<file path="config.mk">
export PLATFORM = sky130hd
export DESIGN_NAME = id_ex_operand_stage
export DESIGN_NICKNAME = d
export VERILOG_FILES = /design/src/rtl/cpu_pkg.sv /design/src/rtl/operand_fwd_sel.sv /design/src/rtl/id_ex_operand_stage.sv
export SDC_FILE = /design/constraint.sdc
export NUM_CORES = 1
export LEC_CHECK = 0
export CAP_MARGIN = 40
export CORE_AREA = 2 2 197 199
export CTS_CLUSTER_DIAMETER = 40
export DETAILED_ROUTE_END_ITERATION = 12
export DIE_AREA = 0 0 199 201
export PLACE_DENSITY = 0.62
export SYNTH_ARGS = -nofsm -noshare
export SYNTH_HDL_FRONTEND = slang
export SYNTH_SLANG_ARGS = --single-unit
</file>
<file path="constraint.sdc">
create_clock -name clk -period 6.15 [get_ports clk]
set_input_delay 1.845 -clock clk [delete_from_list [all_inputs] [get_ports clk]]
set_output_delay 1.845 -clock clk [all_outputs]
set_load 0.02 [all_outputs]
</file>
<file path="src/rtl/cpu_pkg.sv">
// Shared datapath definitions for the 64-bit LEGv8 pipeline.
//   DATA_W    : operand / result width
//   REG_AW    : register-number width
//   XZR       : register number that reads as zero and is never a write target
//   fwd_sel_e : operand source chosen by the bypass network
package cpu_pkg;

    localparam int unsigned DATA_W = 64;
    localparam int unsigned REG_AW = 5;
    localparam logic [REG_AW-1:0] XZR = 5'd31;

    typedef enum logic [2:0] {
        FWD_RF,
        FWD_EX,
        FWD_MEM,
        FWD_WB,
        FWD_ZERO
    } fwd_sel_e;

endpackage

</file>
<file path="src/rtl/operand_fwd_sel.sv">
// Bypass selection for one source operand.
// Picks the operand from, in priority order: zero (XZR), the EX-stage ALU result,
// the MEM-stage result, the WB-stage result, and finally the regfile read data.
// Ports:
//   src                          : source register number being read
//   rfData                       : regfile read data for src
//   exValid/exRegWrite/exMemRead : control of the instruction in EX
//   exRd/exResult                : destination and ALU result of the instruction in EX
//   memRegWrite/memRd/memResult  : MEM-stage writer
//   wbRegWrite/wbRd/wbResult     : WB-stage writer
//   sel                          : chosen source
//   operand                      : forwarded operand value
module operand_fwd_sel
    import cpu_pkg::*;
(
    input  logic [REG_AW-1:0] src,
    input  logic [DATA_W-1:0] rfData,
    input  logic              exValid,
    input  logic              exRegWrite,
    input  logic              exMemRead,
    input  logic [REG_AW-1:0] exRd,
    input  logic [DATA_W-1:0] exResult,
    input  logic              memRegWrite,
    input  logic [REG_AW-1:0] memRd,
    input  logic [DATA_W-1:0] memResult,
    input  logic              wbRegWrite,
    input  logic [REG_AW-1:0] wbRd,
    input  logic [DATA_W-1:0] wbResult,
    output fwd_sel_e          sel,
    output logic [DATA_W-1:0] operand
);

    // XZR is tested first, so a writer targeting XZR can never match.
    // A load in EX has no result yet; it is handled by the load-use stall instead.
    always_comb begin
        sel = FWD_RF;
        if (src == XZR) begin
            sel = FWD_ZERO;
        end else if (exValid && exRegWrite && !exMemRead && (exRd == src)) begin
            sel = FWD_EX;
        end else if (memRegWrite && (memRd == src)) begin
            sel = FWD_MEM;
        end else if (wbRegWrite && (wbRd == src)) begin
            sel = FWD_WB;
        end
    end

    always_comb begin
        operand = rfData;
        unique case (sel)
            FWD_ZERO: operand = '0;
            FWD_EX:   operand = exResult;
            FWD_MEM:  operand = memResult;
            FWD_WB:   operand = wbResult;
            default:  operand = rfData;
        endcase
    end

endmodule

</file>
<file path="src/rtl/id_ex_operand_stage.sv">
// ID->EX pipeline register with operand bypassing and load-use detection.
// Captures regfile read data, replaces it with in-flight EX/MEM/WB results where a
// newer value exists, and presents registered operands and control to EX one cycle later.
// Ports:
//   clk, reset (sync, active-high)
//   id_*             : decode-stage instruction fields and regfile read data
//   ex_result        : ALU result of the instruction in EX
//   mem_* / wb_*     : destination, write enable and result of the MEM / WB instructions
//   hold_in          : downstream stall, freezes this stage
//   flush            : squash the instruction entering EX
//   ex_*             : registered operands, register numbers and control
//   id_hold          : combinational; IF/ID must not advance this cycle
module id_ex_operand_stage
    import cpu_pkg::*;
(
    input  logic              clk,
    input  logic              reset,
    input  logic              id_valid,
    input  logic [REG_AW-1:0] id_rn,
    input  logic [REG_AW-1:0] id_rm,
    input  logic              id_use_rn,
    input  logic              id_use_rm,
    input  logic [DATA_W-1:0] rf_data1,
    input  logic [DATA_W-1:0] rf_data2,
    input  logic [REG_AW-1:0] id_rd,
    input  logic              id_reg_write,
    input  logic              id_mem_read,
    input  logic [DATA_W-1:0] ex_result,
    input  logic [REG_AW-1:0] mem_rd,
    input  logic              mem_reg_write,
    input  logic [DATA_W-1:0] mem_result,
    input  logic [REG_AW-1:0] wb_rd,
    input  logic              wb_reg_write,
    input  logic [DATA_W-1:0] wb_result,
    input  logic              hold_in,
    input  logic              flush,
    output logic              ex_valid,
    output logic [DATA_W-1:0] ex_op_a,
    output logic [DATA_W-1:0] ex_op_b,
    output logic [REG_AW-1:0] ex_rn,
    output logic [REG_AW-1:0] ex_rm,
    output logic [REG_AW-1:0] ex_rd,
    output logic              ex_reg_write,
    output logic              ex_mem_read,
    output logic              id_hold
);

    localparam logic [REG_AW-1:0] ZERO_REG = XZR;

    fwd_sel_e          fwdSelA;
    fwd_sel_e          fwdSelB;
    logic [DATA_W-1:0] opA;
    logic [DATA_W-1:0] opB;
    logic              loadUse;

    operand_fwd_sel uFwdA (
        .src         (id_rn),
        .rfData      (rf_data1),
        .exValid     (ex_valid),
        .exRegWrite  (ex_reg_write),
        .exMemRead   (ex_mem_read),
        .exRd        (ex_rd),
        .exResult    (ex_result),
        .memRegWrite (mem_reg_write),
        .memRd       (mem_rd),
        .memResult   (mem_result),
        .wbRegWrite  (wb_reg_write),
        .wbRd        (wb_rd),
        .wbResult    (wb_result),
        .sel         (fwdSelA),
        .operand     (opA)
    );

    operand_fwd_sel uFwdB (
        .src         (id_rm),
        .rfData      (rf_data2),
        .exValid     (ex_valid),
        .exRegWrite  (ex_reg_write),
        .exMemRead   (ex_mem_read),
        .exRd        (ex_rd),
        .exResult    (ex_result),
        .memRegWrite (mem_reg_write),
        .memRd       (mem_rd),
        .memResult   (mem_result),
        .wbRegWrite  (wb_reg_write),
        .wbRd        (wb_rd),
        .wbResult    (wb_result),
        .sel         (fwdSelB),
        .operand     (opB)
    );

    // A load in EX whose destination is needed now: its data only appears next cycle
    // (from MEM), so one bubble is inserted. Gated by reset because the stage is being
    // emptied, so a stall would only hold IF/ID for nothing.
    always_comb begin
        loadUse = !reset && id_valid && ex_valid && ex_mem_read && ex_reg_write
                  && (ex_rd != ZERO_REG)
                  && ((id_use_rn && (ex_rd == id_rn)) || (id_use_rm && (ex_rd == id_rm)));
        id_hold = loadUse || hold_in;
    end

    // Flush beats hold_in; on flush and bubble only control is cleared, data holds.
    always_ff @(posedge clk) begin
        if (reset) begin
            ex_valid     <= 1'b0;
            ex_op_a      <= '0;
            ex_op_b      <= '0;
            ex_rn        <= '0;
            ex_rm        <= '0;
            ex_rd        <= '0;
            ex_reg_write <= 1'b0;
            ex_mem_read  <= 1'b0;
        end else if (flush) begin
            ex_valid     <= 1'b0;
            ex_reg_write <= 1'b0;
            ex_mem_read  <= 1'b0;
        end else if (hold_in) begin
            ex_valid     <= ex_valid;
        end else if (loadUse) begin
            ex_valid     <= 1'b0;
            ex_reg_write <= 1'b0;
            ex_mem_read  <= 1'b0;
        end else begin
            ex_valid     <= id_valid;
            ex_op_a      <= opA;
            ex_op_b      <= opB;
            ex_rn        <= id_rn;
            ex_rm        <= id_rm;
            ex_rd        <= id_rd;
            ex_reg_write <= id_valid && id_reg_write;
            ex_mem_read  <= id_valid && id_mem_read;
        end
    end

    // Sanity: a zero select must always yield a zero operand.
    always_ff @(posedge clk) begin
        if (!reset) begin
            assert ((fwdSelA != FWD_ZERO) || (opA == '0));
            assert ((fwdSelB != FWD_ZERO) || (opB == '0));
        end
    end

endmodule

</file>
Figure 1. Cells colored by class.
Drawn at 1.5 px/um. Fill, decap, tap and diode cells in gray.
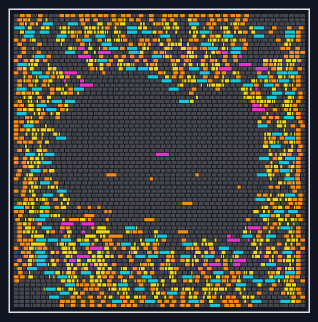
legend:
  cyan:
    class: registers
    cells: 146
    share_of_their_area: 21%
  yellow:
    class: remaining logic cells
    cells: 739
    share_of_their_area: 36%
  orange:
    class: remaining buffers and delay cells
    cells: 539
    share_of_their_area: 39%
  magenta:
    class: clock drivers and dummy loads
    cells: 31
    share_of_their_area: 4.0%

Figure 2. Metal layers overlaid.
Drawn at 2 px/um. Two of the layers only.
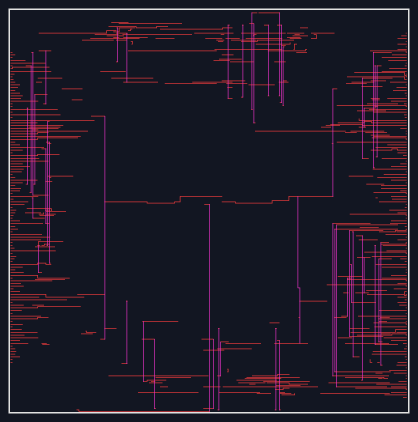
legend:
  magenta:
    layer: M4
    wire_length: 2190 um
  red:
    layer: M3
    wire_length: 4720 um

[worst paths after layout]
check              start           to
min reg2reg  ex_op_a[56]  ex_op_a[56]
max             id_rn[3]      id_hold
min          ex_op_a[56]  ex_op_a[56]
max reg2reg     ex_rd[4]  ex_op_a[59]
[cells by family (layout without fill, tap and decap cells)]
group | count (synthesis) | after routing | share of synthesized area [%]
simple gates | 177 | 177 | 9.85
flops | 146 | 146 | 35.0
buf+inv | 166 | 629 | 8.44
compound gates | 458 | 458 | 41.8
xor+xnor | 30 | 30 | 3.14
mux | 15 | 15 | 1.80
[report_power, final]
group          internal (mW)  leakage (nW)  switching (mW)
clock                  0.569         0.268           0.458
sequential             0.999          1.19          0.0336
combinational          0.377          3.53           0.306
[through the flow]
step	worst slack, ns	hold WS (ns)	cells
after floorplan	1.42	0.529	992
after global placement	0.317	0.438	1938
after detailed placement	0.318	0.445	1942
after CTS	0.305	0.456	1973
after global routing	0.180	0.469	1973
final	0.304	0.455	1973
[sequential cells by signal, summed over array words and instances (netlist names)]
| signal | cells |
|---|---|
| ex_valid | 1 |
| ex_reg_write | 1 |
| ex_op_a | 64 |
| ex_rd | 5 |
| ex_op_b | 64 |
| ex_mem_read | 1 |
| ex_rn | 5 |
| ex_rm | 5 |
[tightest hold or removal path: stages (launching register included)]
cell	delay (ns)
sky130_fd_sc_hd__dfxtp_1	0.31
sky130_fd_sc_hd__inv_1	0.05
sky130_fd_sc_hd__o32ai_1	0.05
[per-layer routing]
layer	track usage, %	part of all wire, %	vias up	routed length [um]
li1	-	-	4722	-
met1	27.5	40	5083	18500
met2	35.5	45	704	20900
met3	6.38	10	110	4720
met4	12.6	4.7	0	2190
met5	0	0	-	0
[cell usage in the layout (no fill, tap or decap), types with 18 or more instances in the layout]
cell / netlist / routed
sky130_fd_sc_hd__a21oi_1: 59 / 59
sky130_fd_sc_hd__a2bb2oi_1: 64 / 64
sky130_fd_sc_hd__buf_4: 1 / 29
sky130_fd_sc_hd__clkdlybuf4s50_1: 0 / 502
sky130_fd_sc_hd__dfxtp_1: 146 / 146
sky130_fd_sc_hd__inv_1: 59 / 59
sky130_fd_sc_hd__nor2_1: 75 / 73
sky130_fd_sc_hd__nor3_1: 67 / 67
sky130_fd_sc_hd__o21ai_0: 120 / 120
sky130_fd_sc_hd__o221a_2: 58 / 58
sky130_fd_sc_hd__o2bb2ai_1: 76 / 76
sky130_fd_sc_hd__o32ai_1: 58 / 58
sky130_fd_sc_hd__xnor2_1: 18 / 18
[final cells by class]
class / instances / area (um^2) / area share [%]
timing repair buffer: 539 / 5410 / 37.2
multi-input combinational: 680 / 4800 / 33.0
sequential: 146 / 2920 / 20.1
tap: 518 / 648 / 4.45
clock buffer: 24 / 502 / 3.45
inverter: 59 / 221 / 1.52
clock inverter: 7 / 51.3 / 0.352
==> impl_metrics.env <==
# implementation run metrics
export IMPL_drt_iter0_drc=669
export IMPL_critical_path_arrival_ns=4.00
export IMPL_post_route_min_period_ns=5.85
export IMPL_worstSetupPathType="in2out"
export IMPL_worst_hold_path_type="reg2reg"
export IMPL_die_x_um=199
export IMPL_port_buffer_count=502
export IMPL_status="complete, no violations"
export IMPL_remaining_drc_errors=0
export IMPL_cts_inserted_buffers=17
export IMPL_post_synth_top_count_cell="sky130_fd_sc_hd__dfxtp_1"
export IMPL_timing_max_cap_violations=0
export IMPL_filler_cell_count=3874
export IMPL_wl_per_cell_um=23.5
export IMPL_place_congestion=0.914
export IMPL_layout_worst_path_cycle_share_pct=95.1
export IMPL_cpPeakStageDelay_ns=0.60
export IMPL_synth_async_reset_ratio_pct=0
export IMPL_finalNetCount=1799
export IMPL_design_portCount=503
export IMPL_cts_htree_levels=4
export IMPL_finalSetupViolCount=0
export IMPL_clock_insertion_delay_worst_skew_ns=0.44
export IMPL_p_leak_nw=4.99
Power and IR drop assume default switching activity.
